==> run_1/pinout.png <==
(3 px per µm) Pins as bars across the die edge, other pins in gray.
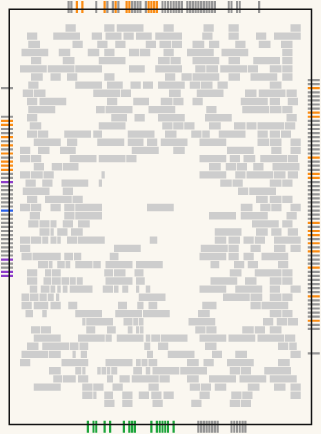
==> run_1/layers.png <==
(2 px per µm)
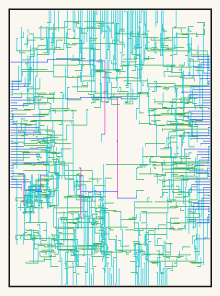
==> run_1/class_map.png <==
(2 px per µm)
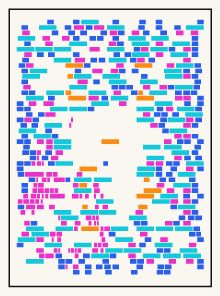
==> src/rtl/cond_status_unit_pkg.sv <==
`default_nettype none
// ============================================================================
//  Module      : cond_status_unit_pkg
//  Description : Shared constants for the condition/status unit: ARM
//                condition codes, status-register bit positions and the
//                default datapath width.
//  Revision    : 1.0 - initial release
// ============================================================================
package cond_status_unit_pkg;

    // Default datapath width
    localparam int c_DATA_W = 32;

    // Status register bit positions, SR = {Z,C,N,V}
    localparam int c_SR_Z = 3;
    localparam int c_SR_C = 2;
    localparam int c_SR_N = 1;
    localparam int c_SR_V = 0;

    // ARM condition field encodings
    localparam logic [3:0] c_EQ = 4'h0;
    localparam logic [3:0] c_NE = 4'h1;
    localparam logic [3:0] c_CS = 4'h2;
    localparam logic [3:0] c_CC = 4'h3;
    localparam logic [3:0] c_MI = 4'h4;
    localparam logic [3:0] c_PL = 4'h5;
    localparam logic [3:0] c_VS = 4'h6;
    localparam logic [3:0] c_VC = 4'h7;
    localparam logic [3:0] c_HI = 4'h8;
    localparam logic [3:0] c_LS = 4'h9;
    localparam logic [3:0] c_GE = 4'hA;
    localparam logic [3:0] c_LT = 4'hB;
    localparam logic [3:0] c_GT = 4'hC;
    localparam logic [3:0] c_LE = 4'hD;
    localparam logic [3:0] c_AL = 4'hE;
    localparam logic [3:0] c_NV = 4'hF;

endpackage : cond_status_unit_pkg
`default_nettype wire

==> src/rtl/cond_status_unit_cond_check.sv <==
`default_nettype none
// ============================================================================
//  Module      : cond_check
//  Description : Purely combinational ARM condition evaluator.
//  Ports       : i_cond [3:0] - condition field
//                i_sr   [3:0] - status flags {Z,C,N,V}
//                o_pass       - condition holds on i_sr
//  Revision    : 1.0 - initial release
// ============================================================================
module cond_check
    import cond_status_unit_pkg::*;
(
    input  logic [3:0] i_cond,
    input  logic [3:0] i_sr,
    output logic       o_pass
);

    logic w_z;
    logic w_c;
    logic w_n;
    logic w_v;

    assign w_z = i_sr[c_SR_Z];
    assign w_c = i_sr[c_SR_C];
    assign w_n = i_sr[c_SR_N];
    assign w_v = i_sr[c_SR_V];

    always_comb begin
        o_pass = 1'b0;
        case (i_cond)
            c_EQ:    o_pass = w_z;
            c_NE:    o_pass = !w_z;
            c_CS:    o_pass = w_c;
            c_CC:    o_pass = !w_c;
            c_MI:    o_pass = w_n;
            c_PL:    o_pass = !w_n;
            c_VS:    o_pass = w_v;
            c_VC:    o_pass = !w_v;
            c_HI:    o_pass = w_c && !w_z;
            c_LS:    o_pass = !w_c || w_z;
            c_GE:    o_pass = (w_n == w_v);
            c_LT:    o_pass = (w_n != w_v);
            c_GT:    o_pass = !w_z && (w_n == w_v);
            c_LE:    o_pass = w_z || (w_n != w_v);
            c_AL:    o_pass = 1'b1;
            // NV is reserved: never executes
            default: o_pass = 1'b0;
        endcase
    end

endmodule : cond_check
`default_nettype wire

==> src/rtl/cond_status_unit.sv <==
`default_nettype none
// ============================================================================
//  Module      : cond_status_unit
//  Description : Back end of the execute stage. Holds the committed status
//                register {Z,C,N,V}, evaluates the EX instruction's condition
//                against it, registers the EX/MEM pipeline fields (turning
//                condition-failed instructions into bubbles) and keeps a
//                saturating count of squashed instructions.
//  Ports       : clk, rst_n                      - clock, async active-low reset
//                ex_*, alu_out, alu_sr           - EX stage instruction / ALU
//                stall, flush                    - pipeline control
//                sr_q, sr_carry                  - committed flags, carry to ALU
//                cond_pass                       - EX instruction will execute
//                mem_*                           - EX/MEM pipeline register
//                squash_cnt                      - condition-failed count
//  Revision    : 1.0 - initial release
// ============================================================================
module cond_status_unit
    import cond_status_unit_pkg::*;
#(
    parameter int DATA_W = c_DATA_W,
    parameter int CNT_W  = 16
) (
    input  logic              clk,
    input  logic              rst_n,
    input  logic              ex_valid,
    input  logic [3:0]        ex_cond,
    input  logic              ex_s,
    input  logic [DATA_W-1:0] alu_out,
    input  logic [3:0]        alu_sr,
    input  logic [3:0]        ex_dest,
    input  logic              ex_wb_en,
    input  logic              ex_mem_r,
    input  logic              ex_mem_w,
    input  logic [DATA_W-1:0] ex_st_val,
    input  logic              stall,
    input  logic              flush,
    output logic [3:0]        sr_q,
    output logic              sr_carry,
    output logic              cond_pass,
    output logic              mem_valid,
    output logic              mem_wb_en,
    output logic              mem_mem_r,
    output logic              mem_mem_w,
    output logic [DATA_W-1:0] mem_alu_out,
    output logic [DATA_W-1:0] mem_st_val,
    output logic [3:0]        mem_dest,
    output logic [CNT_W-1:0]  squash_cnt
);

    localparam logic [CNT_W-1:0] c_CNT_MAX = {CNT_W{1'b1}};
    localparam logic [CNT_W-1:0] c_CNT_ONE = {{(CNT_W-1){1'b0}}, 1'b1};

    logic [3:0]        r_sr;
    logic              r_mem_valid;
    logic              r_mem_wb_en;
    logic              r_mem_mem_r;
    logic              r_mem_mem_w;
    logic [DATA_W-1:0] r_mem_alu_out;
    logic [DATA_W-1:0] r_mem_st_val;
    logic [3:0]        r_mem_dest;
    logic [CNT_W-1:0]  r_squash_cnt;

    logic w_cond_true;
    logic w_issue;
    logic w_squash;

    // Condition is judged on the committed flags, i.e. before this
    // instruction's own flag update lands.
    cond_check u_cond_check (
        .i_cond (ex_cond),
        .i_sr   (r_sr),
        .o_pass (w_cond_true)
    );

    assign w_issue  = ex_valid && w_cond_true;
    assign w_squash = ex_valid && !w_cond_true;

    always_ff @(posedge clk or negedge rst_n) begin
        if (!rst_n) begin
            r_sr          <= 4'h0;
            r_mem_valid   <= 1'b0;
            r_mem_wb_en   <= 1'b0;
            r_mem_mem_r   <= 1'b0;
            r_mem_mem_w   <= 1'b0;
            r_mem_alu_out <= '0;
            r_mem_st_val  <= '0;
            r_mem_dest    <= 4'h0;
            r_squash_cnt  <= '0;
        end else if (flush) begin
            // Killed instruction: controls cleared, data held, flags untouched
            r_mem_valid <= 1'b0;
            r_mem_wb_en <= 1'b0;
            r_mem_mem_r <= 1'b0;
            r_mem_mem_w <= 1'b0;
        end else if (!stall) begin
            if (w_issue) begin
                r_mem_valid   <= 1'b1;
                r_mem_wb_en   <= ex_wb_en;
                r_mem_mem_r   <= ex_mem_r;
                r_mem_mem_w   <= ex_mem_w;
                r_mem_alu_out <= alu_out;
                r_mem_st_val  <= ex_st_val;
                r_mem_dest    <= ex_dest;
                if (ex_s) begin
                    r_sr <= alu_sr;
                end
            end else begin
                // Condition-failed or empty slot becomes a bubble
                r_mem_valid <= 1'b0;
                r_mem_wb_en <= 1'b0;
                r_mem_mem_r <= 1'b0;
                r_mem_mem_w <= 1'b0;
                if (w_squash && (r_squash_cnt != c_CNT_MAX)) begin
                    r_squash_cnt <= r_squash_cnt + c_CNT_ONE;
                end
            end
        end
    end

    assign sr_q        = r_sr;
    assign sr_carry    = r_sr[c_SR_C];
    assign cond_pass   = w_issue;
    assign mem_valid   = r_mem_valid;
    assign mem_wb_en   = r_mem_wb_en;
    assign mem_mem_r   = r_mem_mem_r;
    assign mem_mem_w   = r_mem_mem_w;
    assign mem_alu_out = r_mem_alu_out;
    assign mem_st_val  = r_mem_st_val;
    assign mem_dest    = r_mem_dest;
    assign squash_cnt  = r_squash_cnt;

endmodule : cond_status_unit
`default_nettype wire
==> config.mk <==
export PLATFORM = sky130hd
export DESIGN_NAME = cond_status_unit
export DESIGN_NICKNAME = d
export VERILOG_FILES = /design/src/rtl/cond_status_unit_pkg.sv /design/src/rtl/cond_status_unit_cond_check.sv /design/src/rtl/cond_status_unit.sv
export SDC_FILE = /design/constraint.sdc
export NUM_CORES = 1
export LEC_CHECK = 0
export CAP_MARGIN = 20
export CORE_ASPECT_RATIO = 1.4
export CORE_MARGIN = 3
export CORE_UTILIZATION = 31
export CTS_CLUSTER_SIZE = 30
export DETAILED_ROUTE_END_ITERATION = 6
export SETUP_SLACK_MARGIN = 0.4
export SLEW_MARGIN = 20
export SYNTH_ARGS = -nofsm -noshare
export SYNTH_HDL_FRONTEND = slang
export SYNTH_SLANG_ARGS = --single-unit
==> constraint.sdc <==
create_clock -name clk -period 6.1 [get_ports clk]
set_input_delay 1.22 -clock clk [delete_from_list [all_inputs] [get_ports clk]]
set_output_delay 1.22 -clock clk [all_outputs]
set_load 0.01 [all_outputs]
==> results.txt, run 1 <==
This note records the results obtained with Yosys and OpenROAD.

Run status
The run finished with clean final reports.

Final layout
The synthesis-to-finish area growth is 57.1%. The fraction of area in multi-input gates is around 24%. In the final design, more cell area goes to flip-flops and latches than to any other class. Leaving out the clock tree, the finished layout contains an inverter count of 2. Cells with a size suffix above 1 make up between 20% and 30% of the layout.

At the end of the flow, the number of nets in the layout was about 530. Per the layout area report, the combinational gate area comes to approximately 1500 µm². The layout has between 1,000 and 1,500 filler cells.

The buffer count excluding the clock tree in the final layout is 180. The layout report lists the clock-cell share of area as ~4.8%.

Clock tree
The CTS tree is done. Clock latency on the worst-skew pair, taken at its later pin, is ~0.34 ns. In the CTS report, the clock slew at the register clock pins of the worst setup and hold paths is listed as roughly 0.060 ns.

Post-CTS repair ended up resizing 0 cells. Buffers inserted to repair hold after CTS numbered 0. The clock sink count is just over 90.

Job
The number of maximum-capacitance violations recorded for the run is 0. Across all stage logs, warnings added up to 26.

Logic synthesis
Per the post-synthesis report, the number of cells in the design is ~260. The most frequently used library cell after synthesis is dfrtp_1. The synthesized netlist devotes under 10% of its cell area to simple gates. The post-synthesis area per instance is roughly 15 µm².

The parity-gate share of the synthesized area counting xor and xnor cells is 4.09%. The number of cells reported by Yosys stat comes to between 200 and 300. The number of enable-type register cells in the synthesized netlist is 0.

Warnings reported by Yosys during synthesis add up to 0. The largest area contributor in the synthesized netlist is dfrtp_1. The dominant non-sequential cell family after synthesis is multiplexers.

The chip area estimate from yosys synthesis is 3850 µm². By area the synthesized netlist is led by dfrtp_1 60%, mux2_2 19%, mux2_4 3.5%. After synthesis, the largest area contributor takes up roughly three fifths of total cell area. After synthesis, the most frequently instantiated cells are 92 x dfrtp_1, 64 x mux2_2, 14 x xnor2_1. The number of distinct standard cells referenced by the synthesized netlist is about 40. The number of nets in the synthesized netlist is roughly 350.

Global route
The wire length of the first global-routing pass is 14,900 µm. Routing resource usage on met3 recorded by global route was between 4 and 5%. Routing resource usage on met2 recorded by global route was 23.3%. Looking at the global route congestion table, the highest-usage layer is met2. The met1 track demand over resource is between 10% and 20%. The number of global-route vias before repair came to 2,858. The number of antenna violations at the first check in global routing is 0.

Power and ir drop
The switching portion of total power is ~30%. The dominant power group is combinational cells. Combinational logic burns 41.4% of the power. The net load switching power is a little under 0.8 mW.

Detailed routing
After detailed routing, the met2 layer carries 5010 µm of wire. The detail route stage leaves a number of antenna-violating nets equal to 0. The highest metal layer with signal wires is met4.

The detailed router finished its first iteration with roughly 65 violations. After detailed routing, the met3 layer carries around 780 µm of wire. The routed metal-1 wire length is roughly 3700 µm. The iteration count of the initial detailed-routing pass is 4. The routed design has 9610 µm of wire.

Worst hold path
The path with the worst hold slack has its endpoint at mem_valid. The number of cells on the worst hold path is 2. The worst hold path belongs to the class reg2reg.

Placement
The cell total after placement is 578. The post-detailed-placement cell area is ~5800 µm². The total half-perimeter wirelength after legalization and detailed placement is between 7000 and 8000 µm.

Final timing
Summed over all failing endpoints, the final setup total negative slack is 0 ns. The max-slew violation total from the final report is 0. Setup repair after global routing left no endpoint under its margin. The final hold violation count recorded for this run is 0. In the final run the clock tree shows a worst skew of 0.00975 ns. For the pin with the worst max-slew slack, the measured transition is roughly 0.94 ns.

Worst setup path
The worst setup path is launched from a primary input. The OpenROAD report gives the critical path a data arrival time of around 3.8 ns. The reg-to-reg critical path endpoint is mem_alu_out[7]. Setup slack on the worst reg-to-reg path comes out at around 3.3 ns. The launch point of the worst reg-to-reg path is sr_q[0]. The total stage count of the critical path is 6. Per STA, the highest per-stage delay on the worst path measures 0.63 ns.

The highest fanout seen on the critical path is 11.

Floorplanning
Per the OpenROAD floorplan log, the area of the die is 13,800 µm². Pin placement for this block handled approximately 180 I/O pins.
Notes on pinout.png above:
[blue] `ex_mem_r` | pins: 1 | direction: input | edge: left
[green] `squash_cnt` | pins: 16 | direction: output | edge: bottom
[purple] `ex_cond` | pins: 4 | direction: input | edge: left
[orange] `mem_st_val` | pins: 32 | direction: output | edge: 14 right, 10 top, 8 left
all pins by edge: 63 right, 45 top, 41 left, 30 bottom
Port-buffer cells: 178
die height: 138 µm
width of the die: 100 µm

Notes on layers.png above:
[cyan] M2 | wire length: 5,010 µm
[magenta] M4 | wire length: 135 µm
[blue] M3 | wire length: 783 µm
[green] M1 | wire length: 3,680 µm
total number of vias: 2,786
routed length per placed instance: 16.2 µm
overall routing resource usage: 13.8%

Notes on class_map.png above:
[magenta] remaining logic cells | cells: 159 | share of their area: 25%
[cyan] registers | cells: 92 | share of their area: 39%
[orange] clock drivers and dummy loads | cells: 16 | share of their area: 5.0%
[blue] remaining buffers and delay cells | cells: 180 | share of their area: 31%
standard-cell row count: 47
sequential share of cell area: 38.0%
Core Area: 12,000 µm²
final cell area excluding filler cells: 6050 µm²
Post-Route Utilization: 50.5%

==> run 2: changes to the inputs <==
Clock period 6.1 ns to 5 ns, I/O delays scaled along.
==> run_2/layers.png <==
(2 px per µm)
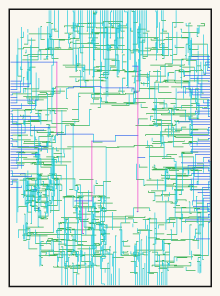
[blue] M3 | wire length: 780 µm
[magenta] M4 | wire length: 155 µm
[cyan] M2 | wire length: 5,050 µm
[green] M1 | wire length: 3,650 µm
routed wire length: 9640 µm
overall routing resource usage: 14.0%
total number of vias: 2,782
routed length per placed instance: 16.2 µm

==> run_2/util_map.png <==
(3 px per µm) The die is cut into 10 by 14 equal tiles; black is low, pale yellow is high, 0 to 100% covered.
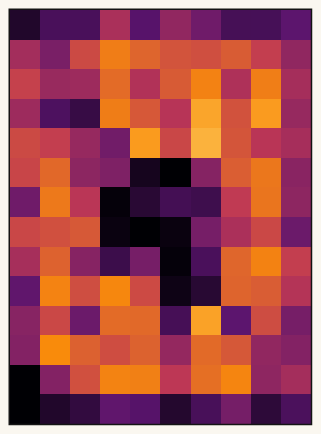
densest ninth of the die: top center
tiles over 75% full: 3.6%
nearly empty tiles: 4.3%
mean over tiles: 43%
Init Core Util: 32.1%
Post-Route Utilization: 51.1%

==> run 2 against run 1 <==
  * Non-clock buffer count up 2
  * Critical path depth up 1
  * Clock power rose by 36%
  * Area after synthesis is the same
  * Setup slack lost 0.56 ns
  * Power is 25% higher
  * Sequential power grew 23%
  * Clock skew hardly changed
  * First-iteration DRC count down 4.6%
  * Core utilization up 0.63 points
  * Global-route usage increased by 0.24 points
  * Wire length rose by 0.28%
  * Critical endpoint unchanged
  * Largest cell class unchanged
  * Largest power group unchanged
==> results.txt, run 2 <==
This note records the results obtained with Yosys and OpenROAD.

Logic synthesis
The simple-gate portion of the synthesized area is 7.69% (unchanged). The fraction of post-synthesis cell area in the top cell type by area is 59.7% (unchanged). The number of enable-type register cells in the synthesized netlist is 0 (unchanged). The cell count listed in synth_stat.txt came to 264 (unchanged). The number of distinct standard cells referenced by the synthesized netlist is 40 (unchanged).

Biggest area cells: dfrtp_1 60%, mux2_2 19%, mux2_4 3.5% (unchanged). The post-synthesis area per instance is 14.6 µm² (unchanged). The post-synthesis instance total came to 264 (unchanged). The parity-gate share of the synthesized area counting xor and xnor cells is 4.09% (unchanged). The largest area contributor in the synthesized netlist was dfrtp_1 (unchanged). The count of synthesis-stage warnings from yosys is 0 (unchanged). The post-synth net total is 350 (unchanged).

Worst hold path
The number of cells on the worst hold path is 2 (unchanged). The endpoint of the worst hold path is mem_valid (unchanged). The worst min-delay path category was reg2reg (unchanged).

Detailed routing
The highest metal layer with signal wires is met4 (unchanged). The routed metal-1 wire length was 3650 µm (was 3680 µm). The detailed route wirelength on metal2 was 5050 µm (was 5010 µm). The number of nets with antenna violations after detailed routing is 0 (unchanged).

The routed wire length on met3 is 780 µm (was 783 µm).

Floorplanning
The chip width is 100 µm (unchanged). The chip area is 13,800 µm² (unchanged). The die span in y is 138 µm (unchanged). The number of ports placed on the die boundary is 179 (unchanged).

Job
The count of maximum capacitance violations is 0 (unchanged). The warning total across the stage logs came to 26 (unchanged).

Clock tree
The post-cts hold-fix buffer tally came to 0 (unchanged). The insertion delay at the late pin of the worst-skew pair came to 0.34 ns (about the same). The clock sink count is 92 (unchanged). The post-cts sizing count is 0 (unchanged). The clock edge transition at the registers on the reported setup and hold paths is 0.06 ns (about the same). The CTS tree is done (unchanged).

Final layout
The area of combinational cells with multiple inputs was 1480 µm² (was 1470 µm²). The cell class ranked first by area is flip-flops and latches (unchanged). The buffer count excluding the clock tree in the final layout is 182 (was 180).

The clock network contribution to total cell area came to 5.43% (was 4.84%). The post-layout net count is 530 (was 528). The number of fill cells is 1,062 (was 1,075). The non-clock inverter instance count of the final layout came to 2 (unchanged). The post-route cell area came to 6130 µm² (was 6050 µm²). The fraction of layout instances using a drive strength above 1 came to 22.0% (was 21.5%). The synthesis-to-finish area growth is 59.0% (was 57.1%).

Run status
Status: complete, no violations (unchanged).

Placement
The post-detailed-placement cell area is 5770 µm² (was 5760 µm²). The cell total after placement is 578 (unchanged). The total half-perimeter wirelength after legalization and detailed placement is 7150 µm (was 7160 µm). The tally of buffers added on design ports is 178 (unchanged).

Power and ir drop
The combinational fraction of design power is 40.6% (was 41.4%). The dominant power group is combinational cells (unchanged). The net load switching power is 0.949 mW (was 0.791 mW). The switching portion of total power is 28.4% (was 29.7%).

Final timing
The slew of the pin with the lowest slew margin is 0.840 ns (was 0.937 ns). The final sum of negative setup slack is 0 ns (unchanged). The max-slew violation total from the final report was 0 (unchanged). The largest clock skew in the final design is 0.00991 ns (was 0.00975 ns). The final hold violation count is 0 (unchanged).

Worst setup path
The reg-to-reg critical path endpoint is squash_cnt[1] (was mem_alu_out[7]). The launch point of the worst reg-to-reg path is sr_q[3] (was sr_q[0]). The kind of start point of the critical path was a primary input (unchanged).

The worst endpoint data arrival time is 3.50 ns (was 3.82 ns). The slack of the worst reg-to-reg path came to 2.38 ns (was 3.32 ns).

Global route
The global routing's busiest layer is met2 (unchanged). The met1 track demand over resource is 16.1% (was 16.7%). The wire length of the first global-routing pass was 15,200 µm (was 14,900 µm). The number of antenna violations at the first check in global routing came to 0 (unchanged). The number of global-route vias before repair is 2,980 (was 2,858).
==> run_2/pinout.png <==
(3 px per µm) Pins as bars across the die edge, other pins in gray.
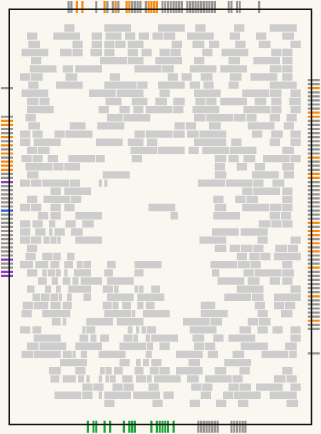
[purple] `ex_cond` | pins: 4 | direction: input | edge: left
[blue] `ex_mem_r` | pins: 1 | direction: input | edge: left
[green] `squash_cnt` | pins: 16 | direction: output | edge: bottom
[orange] `mem_st_val` | pins: 32 | direction: output | edge: 14 right, 10 top, 8 left
all pins by edge: 63 right, 45 top, 41 left, 30 bottom

==> run 3: changes to the inputs <==
Settings changed: CORE_UTILIZATION 31 to 41, PLACE_DENSITY set to 0.8.
==> run_3/layers.png <==
(2 px per µm)
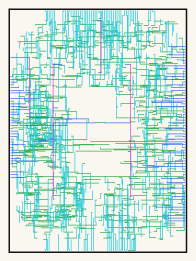
[green] M1 | wire length: 3,530 µm
[blue] M3 | wire length: 700 µm
[magenta] M4 | wire length: 189 µm
[cyan] M2 | wire length: 4,740 µm
routed wire length: 9160 µm
overall routing resource usage: 17.3%
total number of vias: 2,766
routed length per placed instance: 16.5 µm

==> run_3/util_map.png <==
(3 px per µm) The die is cut into 9 by 12 equal tiles; black is low, pale yellow is high, 0 to 100% covered.
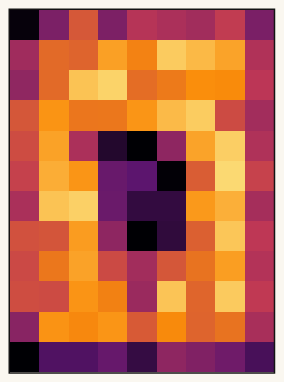
nearly empty tiles: 4.6%
tiles over 75% full: 28%
emptiest ninth of the die: center
mean over tiles: 55%
fullest tile: 92%
Init Core Util: 42.4%
Core Area: 9080 µm²
Post-Route Utilization: 66.3%

==> run 3 against run 2 <==
  * Cell count fell by 7.0%
  * Critical path depth did not move
  * Clock skew fell by 0.0038 ns
  * Global-route usage rose by 3.2 points
  * Synthesized cell count did not move
  * Sequential share of layout area rose by 0.69 points
  * Clock power fell by 15%
  * Final area fell by 1.8%
  * Sequential power barely moved
  * Setup slack improved by 0.12 ns
  * Wire length fell by 4.9%
  * Worst hold slack got worse by 0.0048 ns
==> results.txt, run 3 <==
This note records the results obtained with Yosys and OpenROAD.

Clock tree
The clock edge transition at the registers on the reported setup and hold paths is 0.06 ns (about the same). The buffers inserted during post-CTS setup optimization came to 0 (unchanged). The post-cts sizing count came to 0 (unchanged). The H-tree depth came to 3 (unchanged).

The insertion delay at the late pin of the worst-skew pair came to 0.34 ns (about the same). The post-cts hold-fix buffer tally is 0 (unchanged). The CTS tree is done (unchanged). The clock sink count is 92 (unchanged).

Detailed routing
The number of nets with antenna violations after detailed routing is 0 (unchanged). The iteration count of the initial detailed-routing pass is 4 (unchanged). The routed wire length on met3 is 699 µm (was 780 µm).

The first-iteration detailed-routing DRC count is 68 (was 62). The via density per instance was 4.99 (was 4.67). The routed metal-1 wire length is 3530 µm (was 3650 µm).

The detailed route wirelength on metal2 is 4740 µm (was 5050 µm).

Global route
The global routing's busiest layer was met2 (unchanged). The met3 usage in global routing was 3.48% (was 4.23%). The met2 track demand over resource in global routing is 29.9% (was 24.4%). The met1 track demand over resource is 20.3% (was 16.1%). The number of antenna violations at the first check in global routing is 0 (unchanged). The wire length of the first global-routing pass is 14,200 µm (was 15,200 µm).

Logic synthesis
The area of the mapped netlist is 3850 µm² (unchanged). The post-synth net total is 350 (unchanged). The fraction of the mapped netlist area in compound gates is 3.44% (unchanged). The area fraction in mux cells is 22.5% (unchanged).

Commonest cells in the netlist: 92 x dfrtp_1, 64 x mux2_2, 14 x xnor2_1 (unchanged). The simple-gate portion of the synthesized area was 7.69% (unchanged). The post-synthesis area per instance was 14.6 µm² (unchanged). The parity-gate share of the synthesized area counting xor and xnor cells is 4.09% (unchanged). The count of synthesis-stage warnings from yosys is 0 (unchanged). The fraction of post-synthesis cell area in the top cell type by area is 59.7% (unchanged). The number of enable-type register cells in the synthesized netlist was 0 (unchanged). The cell count listed in synth_stat.txt was 264 (unchanged). The chip area estimate from yosys synthesis was 3850 µm² (unchanged).

The post-synthesis instance total is 264 (unchanged). Biggest area cells: dfrtp_1 60%, mux2_2 19%, mux2_4 3.5% (unchanged). The dominant non-sequential cell family after synthesis is multiplexers (unchanged). The largest area contributor in the synthesized netlist is dfrtp_1 (unchanged). The number of distinct standard cells referenced by the synthesized netlist is 40 (unchanged).

The most used standard cell by instance count after synthesis is dfrtp_1 (unchanged).

Worst setup path
The kind of start point of the critical path is a primary input (unchanged). The reg-to-reg critical path endpoint is squash_cnt[1] (unchanged). The total stage count of the critical path is 7 (unchanged). The delay of the slowest cell on the worst path came to 0.64 ns (was 0.60 ns).

The kind of end point of the critical path is an output port (unchanged). The launch point of the worst reg-to-reg path is sr_q[3] (unchanged). The slack of the worst reg-to-reg path is 2.52 ns (was 2.38 ns).

The worst endpoint data arrival time is 3.38 ns (was 3.50 ns).

Final layout
The fraction of area in multi-input gates was 24.7% (was 24.1%). The area of combinational cells with multiple inputs is 1480 µm² (about the same). The post-route cell area came to 6020 µm² (was 6130 µm²). The number of fill cells came to 670 (was 1,062).

The clock network contribution to total cell area was 4.64% (was 5.43%). The cell class ranked first by area is flip-flops and latches (unchanged). The synthesis-to-finish area growth is 56.2% (was 59.0%).

The tally of non-filler cells in the final layout was 554 (was 596). The non-clock inverter instance count of the final layout came to 2 (unchanged). The buffer count excluding the clock tree in the final layout was 180 (was 182).

The post-layout net count came to 528 (was 530).

Power and ir drop
The switching portion of total power is 29.2% (was 28.4%). The part of the power in registers is 38.6% (was 37.0%). The combinational logic power was 1.35 mW (about the same). The combinational fraction of design power is 41.8% (was 40.6%).

The net load switching power is 0.942 mW (was 0.949 mW). The dominant power group is combinational cells (unchanged).

Placement
The total half-perimeter wirelength after legalization and detailed placement is 6800 µm (was 7150 µm). The cell total after placement is 538 (was 578). The post-detailed-placement cell area came to 5720 µm² (was 5770 µm²).

Final timing
The largest clock skew in the final design is 0.00613 ns (was 0.00991 ns). RSZ-0062 raised after global routing: false (unchanged). The max-slew violation total from the final report was 0 (unchanged).

The slew of the pin with the lowest slew margin is 0.857 ns (was 0.840 ns). The final sum of negative setup slack is 0 ns (unchanged).

Run status
Status: complete, no violations (unchanged).

Worst hold path
The number of cells on the worst hold path is 2 (unchanged). The worst min-delay path category is reg2reg (unchanged). The endpoint of the worst hold path was mem_valid (unchanged).

Job
The count of maximum capacitance violations came to 0 (unchanged). The warning total across the stage logs is 26 (unchanged).

Floorplanning
The chip area is 10,600 µm² (was 13,800 µm²). The number of ports placed on the die boundary is 179 (unchanged). The die span in y is 121 µm (was 138 µm). The chip width was 87.9 µm (was 100 µm).
==> run_3/class_map.png <==
(2 px per µm)
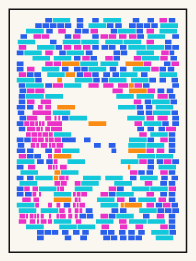
[magenta] remaining logic cells | cells: 159 | share of their area: 25%
[orange] clock drivers and dummy loads | cells: 16 | share of their area: 4.7%
[blue] remaining buffers and delay cells | cells: 180 | share of their area: 31%
[cyan] registers | cells: 92 | share of their area: 39%
sequential share of cell area: 38.3%
standard-cell row count: 41

No activity file was given, so power comes from the tool's default toggle rates.
